File: config.mk
export PLATFORM = sky130hd
export DESIGN_NAME = microprocessor_8bit
export DESIGN_NICKNAME = d
export VERILOG_FILES = /design/src/rtl/microprocessor_8bit.sv
export SDC_FILE = /design/constraint.sdc
export NUM_CORES = 1
export LEC_CHECK = 0
export CAP_MARGIN = 0
export CORE_ASPECT_RATIO = 1.5
export CORE_UTILIZATION = 57
export DETAILED_ROUTE_END_ITERATION = 8
export PLACE_DENSITY_LB_ADDON = 0.25
export SLEW_MARGIN = 5
export SYNTH_ARGS = -nofsm -noshare
export SYNTH_HDL_FRONTEND = slang
export SYNTH_SLANG_ARGS = --single-unit
File: constraint.sdc
create_clock -name clk -period 7.7 [get_ports clk]
set_clock_uncertainty 0.2 [all_clocks]
set_input_delay 1.925 -clock clk [delete_from_list [all_inputs] [get_ports clk]]
set_output_delay 1.925 -clock clk [all_outputs]
set_load 0.02 [all_outputs]
File: src/rtl/microprocessor_8bit.sv
// microprocessor_8bit: 8-bit multicycle CPU core with fetch/decode/execute FSM and test ports
module microprocessor_8bit (
  input  logic       clk,
  input  logic       reset,
  input  logic [7:0] ram_out,
  output logic [7:0] ram_addr,
  output logic [7:0] ram_data,
  output logic       ram_we,
  output logic [7:0] test_state,
  output logic [7:0] test_A,
  output logic [7:0] test_B,
  output logic [7:0] test_C,
  output logic [7:0] test_D,
  output logic [7:0] test_Acc,
  output logic [7:0] pc_out,
  output logic [7:0] ir_out
);
  typedef enum logic [1:0] {S0 = 2'd0, S1 = 2'd1, S2 = 2'd2, S3 = 2'd3} state_t;
  state_t     state_q, state_d;
  logic [7:0] regs_q [4];
  logic [7:0] regs_d [4];
  logic [7:0] acc_q, acc_d, pc_q, pc_d, ir_q, ir_d, opr_q, opr_d;
  logic [3:0] op;
  logic [1:0] rd, rs;
  logic [7:0] src;
  logic       two_byte, mem_op;
  assign op       = ir_q[7:4];
  assign rd       = ir_q[3:2];
  assign rs       = ir_q[1:0];
  assign src      = regs_q[rs];
  assign two_byte = op == 4'h2 || op == 4'h3 || op == 4'h4 || op == 4'hD || op == 4'hE;
  assign mem_op   = op == 4'h3 || op == 4'h4;
  // LD/ST address the operand byte in their final cycle; otherwise the bus follows PC
  assign ram_addr   = (state_q == S2 && mem_op) ? opr_q : pc_q;
  assign ram_we     = state_q == S2 && op == 4'h4 && !reset;
  assign ram_data   = src;
  assign test_state = {6'd0, state_q};
  assign test_A     = regs_q[0];
  assign test_B     = regs_q[1];
  assign test_C     = regs_q[2];
  assign test_D     = regs_q[3];
  assign test_Acc   = acc_q;
  assign pc_out     = pc_q;
  assign ir_out     = ir_q;
  // next-state and datapath updates for fetch, decode/execute, second-byte execute and halt
  always_comb begin
    state_d = state_q;
    regs_d  = regs_q;
    acc_d   = acc_q;
    pc_d    = pc_q;
    ir_d    = ir_q;
    opr_d   = opr_q;
    case (state_q)
      S0: begin
        ir_d    = ram_out;
        pc_d    = pc_q + 8'd1;
        state_d = S1;
      end
      S1: begin
        if (two_byte) begin
          opr_d   = ram_out;
          pc_d    = pc_q + 8'd1;
          state_d = S2;
        end else begin
          state_d = op == 4'hF ? S3 : S0;
          case (op)
            4'h1: regs_d[rd] = src;
            4'h5: acc_d = acc_q + src;
            4'h6: acc_d = acc_q - src;
            4'h7: acc_d = acc_q & src;
            4'h8: acc_d = acc_q | src;
            4'h9: acc_d = acc_q ^ src;
            4'hA: acc_d = ~acc_q;
            4'hB: acc_d = src;
            4'hC: regs_d[rd] = acc_q;
            default: ;
          endcase
        end
      end
      S2: begin
        state_d = S0;
        case (op)
          4'h2: regs_d[rd] = opr_q;
          4'h3: regs_d[rd] = ram_out;
          4'hD: pc_d = opr_q;
          4'hE: pc_d = acc_q == 8'd0 ? opr_q : pc_q;
          default: ;
        endcase
      end
      S3: state_d = S3;
      default: state_d = S0;
    endcase
  end
  // state register with asynchronous clear
  always_ff @(posedge clk or posedge reset) begin
    if (reset) begin
      state_q <= S0;
      regs_q  <= '{default: 8'h00};
      acc_q   <= 8'h00;
      pc_q    <= 8'h00;
      ir_q    <= 8'h00;
      opr_q   <= 8'h00;
    end else begin
      state_q <= state_d;
      regs_q  <= regs_d;
      acc_q   <= acc_d;
      pc_q    <= pc_d;
      ir_q    <= ir_d;
      opr_q   <= opr_d;
    end
  end
endmodule

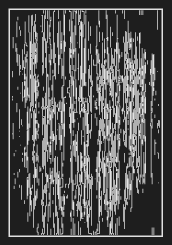
**Above:** run 1 (met2 routing).
Scale: 2 px per um.
longest straight run	43.9 um
share of all routed wire	53%

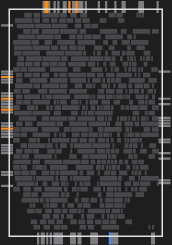
**Above:** run 1 (I/O pins on the die edge).
Scale: 2 px per um. Pins as bars across the die edge, other pins in grey.
port	colour	pins	direction	edge
`ram_we`	blue	1	output	bottom
`test_C`	orange	8	output	4 left, 4 top
all pins by edge	27 left, 26 bottom, 25 top, 13 right

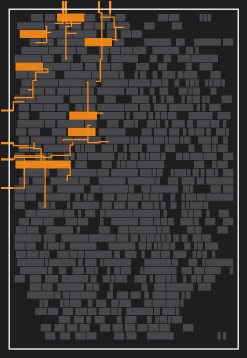
**Above:** run 1 (I/O nets highlighted).
Scale: 3 px per um.
port	colour	direction	edge	end cells	buffers	wire
`test_C`	orange	output	4 left, 4 top	8	8	274 um

==> impl_metrics.yaml, run 1 <==
# yosys + openroad results
layout:
  dominant-cell-class: "multi-input combinational cells"
  postLayoutCoreUtil_pct: 73.1
  buffer_area_share_pct: 14.7
  n_antenna_cell: 0
  non_clock_inverter_count: 30
  layout-drive-gt1-share_pct: 19.4
  area.sequential_mm2: 0.00165
  layout_top_cell: "sky130_fd_sc_hd__clkdlybuf4s50_1"
  n_clock_buffer: 11
  final_area_mm2: 0.00581
  n_all_buffers: 86
  clockNetworkAreaShare_pct: 5.25
  seq_share_pct: 28.4
  layout.area.comb_mm2: 0.00276
  comb_share_pct: 47.4
  area_growth_pct: 24.8
  nets: 562
  layout_top_cells: "sky130_fd_sc_hd__clkdlybuf4s50_1, sky130_fd_sc_hd__dfrtp_1, sky130_fd_sc_hd__mux2_2"
  comb.multi_input.count: 327
  fillerInstances: 603
  flop-count: 66
placement:
  place.detailed.instances: 614
  gp_congestion: 0.824
  detailed_place_hpwl_um: 8750
  post-place-ws_ps: 2330
  io_buffers: 84
  post_dp_cell_area_mm2: 0.00551
clock_tree:
  clock_path_buffers: 2
  cts_resized: 0
  tritoncts_clock_tree: "yes"
  clkSinkCount: 66
  clock_buffers_created_by_tritoncts: 9
  clock_tree_root: "sky130_fd_sc_hd__clkbuf_16"
  post_cts_setup_buffer_count: 0
  cts.htree.levels: 3
  worst_setup_hold_path_clk_slew_ps: 60
timing:
  post-route-min-period_ps: 5770
  max_freq_mhz: 173
  grt_setup_unrepaired: "no"
  final_critical_path_setup_slack_ps: 1930
  fin_worst_hold_slack_ps: 328
  finalSetupViolations: 0
  post_route_clock_period_utilization_pct: 74.9
  worstMarginPinSlew_ps: 1190
  max-slew-margin-rel_pct: 20.8
  setup-tns-final_ps: 0
hold_path:
  worst_hold_path_stage_count: 1
  hold_end: "test_D[3]"
  hold_class: "reg2reg"
  worstHoldStart: "test_D[3]"
die:
  die_width_um: 75.8
  die_height_um: 113
  taps: 105
  die_area_mm2: 0.00854
  core_mm2: 0.00796
  number_of_top_level_design_ports: 91
  fp-utilization_pct: 58.5
worst_setup_path:
  cpLargestDelayFamily: "adder cells"
  timing.rr.start: "ir_out[0]"
  reg2reg_slack_ps: 3530
  startpoint: "state_q[0]"
  worstPathRequired_ps: 5580
  ff2ff_path_depth: 11
  crit_cells: 6
  cp_cell_sequence: "inv_1, ha_1, nand2b_1, a21oi_1, mux2_2, clkdlybuf4s50_1"
  crit_path_top_delay_cell: "sky130_fd_sc_hd__ha_1"
  critical_path_fanouts_max: 32
  critPathCapture: "ram_addr[6]"
  regToRegEndpoint: "test_Acc[6]"
  critical_path_arrival_ps: 3640
logic_synthesis:
  yosysCellCount: 447
  synthAoiAreaFrac_pct: 11.8
  yosys-top-cells-count: "sky130_fd_sc_hd__dfrtp_1, sky130_fd_sc_hd__mux2_2, sky130_fd_sc_hd__ha_1, sky130_fd_sc_hd__inv_1, sky130_fd_sc_hd__nor2_1"
  synth-main-ff-cell: "sky130_fd_sc_hd__dfrtp_1"
  dominant_cell_type_by_area_after_synthesis: "sky130_fd_sc_hd__dfrtp_1"
  yosys_warnings: 0
  simple_gate_portion_of_the_synthesized_area_pct: 11.8
  mux_share_pct: 24.1
  synth_area_per_cell_um2: 10.4
  yosysMostFrequentCell: "sky130_fd_sc_hd__dfrtp_1"
  postSynthRegisterBits: 66
  synth_seq_share_pct: 35.5
  ys_top_cells_by_area: "sky130_fd_sc_hd__dfrtp_1, sky130_fd_sc_hd__mux2_2, sky130_fd_sc_hd__ha_1"
  synth_top_area_share_pct: 35.5
  netlist-cell-type-count: 56
  synth_cells: 447
  top_logic_kind: "multiplexers"
  xor_share_synth_pct: 2.26
  mappedNetlistArea_mm2: 0.00466
  synth.yosys.chip_area_mm2: 0.00466
job:
  maxCapViolations: 0
  count_of_warning_messages_emitted_by_the_tools: 40
grt:
  grtUsageTotal_pct: 30.3
  grt_pass1_wl_um: 19200
  grt.overflow.total: 0
  grt_antenna_before_repair: 0
  grt_util_met2_pct: 50.2
  met3_usage_pct: 7.03
  grt_util_met1_pct: 36.6
  grt_pass1_vias: 3864
drt:
  length_of_routed_wiring_on_met1_um: 4670
  drc: 0
  drt.antenna.violating_nets: 0
  vias: 3780
  post_drt_wl_per_cell_um: 19.0
  drt-total-wl_um: 11900
  detailroute.wirelength.met2_um: 6380
  drt_iter0_markers: 295
  met3_length_um: 563
  drt_pass_1_iters: 5
outcome:
  run_status: "completed"
**Run 1: congestion heat map**

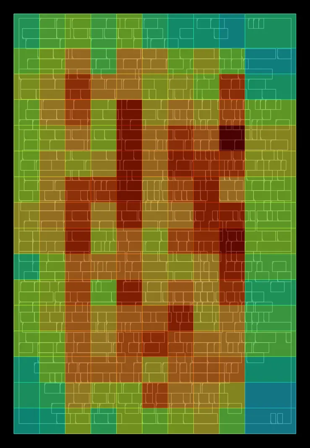

--- run 2 (diff from run 1) ---
- CORE_UTILIZATION: 57 -> 48
- clock period: 7.7 -> 5.3 ns (I/O delays scaled with it)
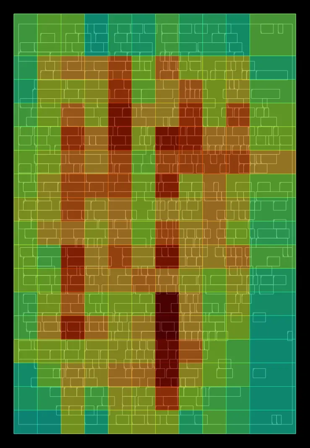
**Above:** run 2 (congestion heat map).
routed length per placed instance: 19.0 um
global routing usage summed across all routing layers: 25.5%
global-route track usage on met2: 41.1%
final core utilization: 62.2%

==> run 2 against run 1 <==
Compared with the run above:
- worst hold slack about the same
- synthesized area unchanged
- sequential cell count stayed put
- critical path type unchanged
- final cell count increased by 1.4%
- via count is 0.42% higher
- global-route usage down 4.9 points
- count of clock-buffer cells in the layout is the same
==> impl_metrics.yaml, run 2 <==
# yosys + openroad results
worst_setup_path:
  startpoint: "state_q[0]"
  ff2ff_path_depth: 11
  critical_path_fanouts_max: 32
  worstPathRequired_ps: 3770
  crit_cells: 7
  reg2reg_slack_ps: 1270
  crit_path_top_delay_cell: "sky130_fd_sc_hd__a21oi_1"
  timing.rr.start: "ir_out[0]"
  critical_path_arrival_ps: 3110
  critPathCapture: "ram_addr[1]"
  regToRegEndpoint: "test_Acc[6]"
grt:
  grt_pass1_vias: 3593
  grt_util_met1_pct: 32.8
  grt.overflow.total: 0
  grt_pass1_wl_um: 18900
  grt_antenna_before_repair: 0
  met3_usage_pct: 4.09
timing:
  grt_setup_unrepaired: "no"
  fin_worst_hold_slack_ps: 328
  finalSetupViolations: 0
  worstMarginPinSlew_ps: 958
  post-route-min-period_ps: 4630
  final_critical_path_setup_slack_ps: 668
  max_freq_mhz: 216
  setup-tns-final_ps: 0
  max-slew-margin-rel_pct: 35.8
die:
  die_area_mm2: 0.0101
  die_height_um: 123
  fp-utilization_pct: 49.8
  core_mm2: 0.00936
  taps: 112
  die_width_um: 82.4
  number_of_top_level_design_ports: 91
layout:
  final_area_mm2: 0.00582
  area_growth_pct: 24.9
  seq_share_pct: 28.4
  comb.multi_input.count: 327
  clockNetworkAreaShare_pct: 4.82
  n_clock_buffer: 11
  fillerInstances: 798
  layout-drive-gt1-share_pct: 19.7
  dominant-cell-class: "multi-input combinational cells"
  layout.area.comb_mm2: 0.00276
  layout_top_cells: "sky130_fd_sc_hd__clkdlybuf4s50_1, sky130_fd_sc_hd__dfrtp_1, sky130_fd_sc_hd__mux2_2"
  layout_top_cell: "sky130_fd_sc_hd__clkdlybuf4s50_1"
  n_antenna_cell: 0
  n_all_buffers: 89
  nets: 565
  comb_share_pct: 47.4
drt:
  drt_pass_1_iters: 4
  detailroute.wirelength.met2_um: 6190
  drc: 0
  drt_iter0_markers: 251
  met3_length_um: 455
  drt.antenna.violating_nets: 0
  drt-total-wl_um: 12100
  length_of_routed_wiring_on_met1_um: 5030
logic_synthesis:
  yosys-top-cells-count: "sky130_fd_sc_hd__dfrtp_1, sky130_fd_sc_hd__mux2_2, sky130_fd_sc_hd__ha_1, sky130_fd_sc_hd__inv_1, sky130_fd_sc_hd__nor2_1"
  synth_top_area_share_pct: 35.5
  synth-main-ff-cell: "sky130_fd_sc_hd__dfrtp_1"
  yosysMostFrequentCell: "sky130_fd_sc_hd__dfrtp_1"
  simple_gate_portion_of_the_synthesized_area_pct: 11.8
  postSynthRegisterBits: 66
  synth_seq_share_pct: 35.5
  synth.yosys.chip_area_mm2: 0.00466
  xor_share_synth_pct: 2.26
  mux_share_pct: 24.1
  async_reset_ff_share_pct: 100
  dominant_cell_type_by_area_after_synthesis: "sky130_fd_sc_hd__dfrtp_1"
  top_logic_kind: "multiplexers"
  yosys_warnings: 0
  synth_cells: 447
hold_path:
  worstHoldStart: "test_C[1]"
  hold_class: "reg2reg"
  hold_end: "test_C[1]"
placement:
  post_dp_cell_area_mm2: 0.00554
  place.detailed.instances: 624
  detailed_place_hpwl_um: 8830
  post-place-ws_ps: 1030
  gp_congestion: 0.844
job:
  maxCapViolations: 0
clock_tree:
  tritoncts_clock_tree: "yes"
  cts_resized: 0
  worst_setup_hold_path_clk_slew_ps: 50
  clock_buffers_created_by_tritoncts: 9
  clock_path_buffers: 2
  clkSinkCount: 66
outcome:
  run_status: "completed"
--- run 3 (diff from run 2) ---
- CAP_MARGIN: 0 -> default
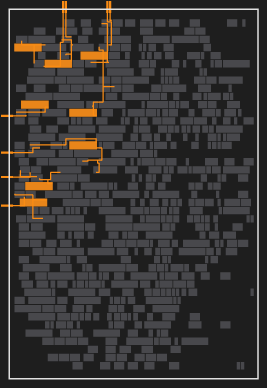
**Above:** run 3 (I/O nets highlighted).
Scale: 3 px per um.
port	colour	direction	edge	end cells	buffers	wire
`test_C`	orange	output	4 left, 4 top	8	8	263 um

==> run 3 against run 2 <==
Compared with the run above:
- sequential cell count stayed put
- largest cell class unchanged
- highest routed layer unchanged
- routed wire length did not move
- core utilization did not move
- final cell count unchanged
- setup slack did not move
- worst hold slack unchanged
- critical path depth unchanged
- sequential share of layout area is the same
- non-clock buffer count unchanged
- synthesized cell count did not move
- maximum frequency unchanged
==> impl_metrics.yaml, run 3 <==
# yosys + openroad results
outcome:
  run_status: "completed"
layout:
  buffer_area_share_pct: 15.1
  final_area_mm2: 0.00582
  n_clock_buffer: 11
  layout-drive-gt1-share_pct: 19.7
  layout_top_cells: "sky130_fd_sc_hd__clkdlybuf4s50_1, sky130_fd_sc_hd__dfrtp_1, sky130_fd_sc_hd__mux2_2"
  flop-count: 66
  n_antenna_cell: 0
  n_all_buffers: 89
  nets: 565
  dominant-cell-class: "multi-input combinational cells"
  seq_share_pct: 28.4
  layout_top_cell: "sky130_fd_sc_hd__clkdlybuf4s50_1"
  fillerInstances: 798
  area_growth_pct: 24.9
  postLayoutCoreUtil_pct: 62.2
logic_synthesis:
  yosys-top-cells-count: "sky130_fd_sc_hd__dfrtp_1, sky130_fd_sc_hd__mux2_2, sky130_fd_sc_hd__ha_1, sky130_fd_sc_hd__inv_1, sky130_fd_sc_hd__nor2_1"
  postSynthRegisterBits: 66
  synth_area_per_cell_um2: 10.4
  yosysCellCount: 447
  synth_cells: 447
  synth.yosys.chip_area_mm2: 0.00466
  simple_gate_portion_of_the_synthesized_area_pct: 11.8
  xor_share_synth_pct: 2.26
  mappedNetlistArea_mm2: 0.00466
  async_reset_ff_share_pct: 100
  yosysMostFrequentCell: "sky130_fd_sc_hd__dfrtp_1"
  dominant_cell_type_by_area_after_synthesis: "sky130_fd_sc_hd__dfrtp_1"
  ys_top_cells_by_area: "sky130_fd_sc_hd__dfrtp_1, sky130_fd_sc_hd__mux2_2, sky130_fd_sc_hd__ha_1"
  synthAoiAreaFrac_pct: 11.8
  synth-main-ff-cell: "sky130_fd_sc_hd__dfrtp_1"
  netlist-cell-type-count: 56
  synth_top_area_share_pct: 35.5
  top_logic_kind: "multiplexers"
  synth_seq_share_pct: 35.5
die:
  die_height_um: 123
  core_mm2: 0.00936
  number_of_top_level_design_ports: 91
  fp-utilization_pct: 49.8
  taps: 112
  die_width_um: 82.4
drt:
  drt.antenna.violating_nets: 0
  met3_length_um: 455
  drc: 0
  drt_pass_1_iters: 4
  drt-total-wl_um: 12100
  vias: 3796
  detailroute.wirelength.met2_um: 6190
  post_drt_wl_per_cell_um: 19.0
timing:
  post_route_clock_period_utilization_pct: 87.4
  post-route-min-period_ps: 4630
  max-slew-margin-rel_pct: 35.8
  grt_setup_unrepaired: "no"
  worstMarginPinSlew_ps: 958
  setup-tns-final_ps: 0
  max_freq_mhz: 216
hold_path:
  worst_hold_path_stage_count: 1
  hold_end: "test_C[1]"
  hold_class: "reg2reg"
  worstHoldStart: "test_C[1]"
clock_tree:
  worst_setup_hold_path_clk_slew_ps: 50
  tritoncts_clock_tree: "yes"
  cts_resized: 0
  clock_path_buffers: 2
  clock_tree_root: "sky130_fd_sc_hd__clkbuf_16"
  cts.htree.levels: 3
  clkSinkCount: 66
  clock_buffers_created_by_tritoncts: 9
placement:
  gp_congestion: 0.844
  post_dp_cell_area_mm2: 0.00554
  io_buffers: 84
  detailed_place_hpwl_um: 8830
  post-place-ws_ps: 1030
  place.detailed.instances: 624
grt:
  grt_util_met1_pct: 32.8
  grtUsageTotal_pct: 25.5
  grt.overflow.total: 0
  met3_usage_pct: 4.09
  grt_pass1_wl_um: 18900
  grt_antenna_before_repair: 0
  grt_util_met2_pct: 41.1
  grt_pass1_vias: 3593
worst_setup_path:
  regToRegEndpoint: "test_Acc[6]"
  reg2reg_slack_ps: 1270
  timing.rr.start: "ir_out[0]"
  cp_cell_sequence: "inv_1, ha_1, buf_4, nand2b_1, a21oi_1, mux2_2, clkdlybuf4s50_1"
  cpLargestDelayFamily: "buffers and inverters"
  startpoint: "state_q[0]"
  crit_cells: 7
  critical_path_fanouts_max: 32
  crit_path_top_delay_cell: "sky130_fd_sc_hd__a21oi_1"
  critPathCapture: "ram_addr[1]"
  ff2ff_path_depth: 11
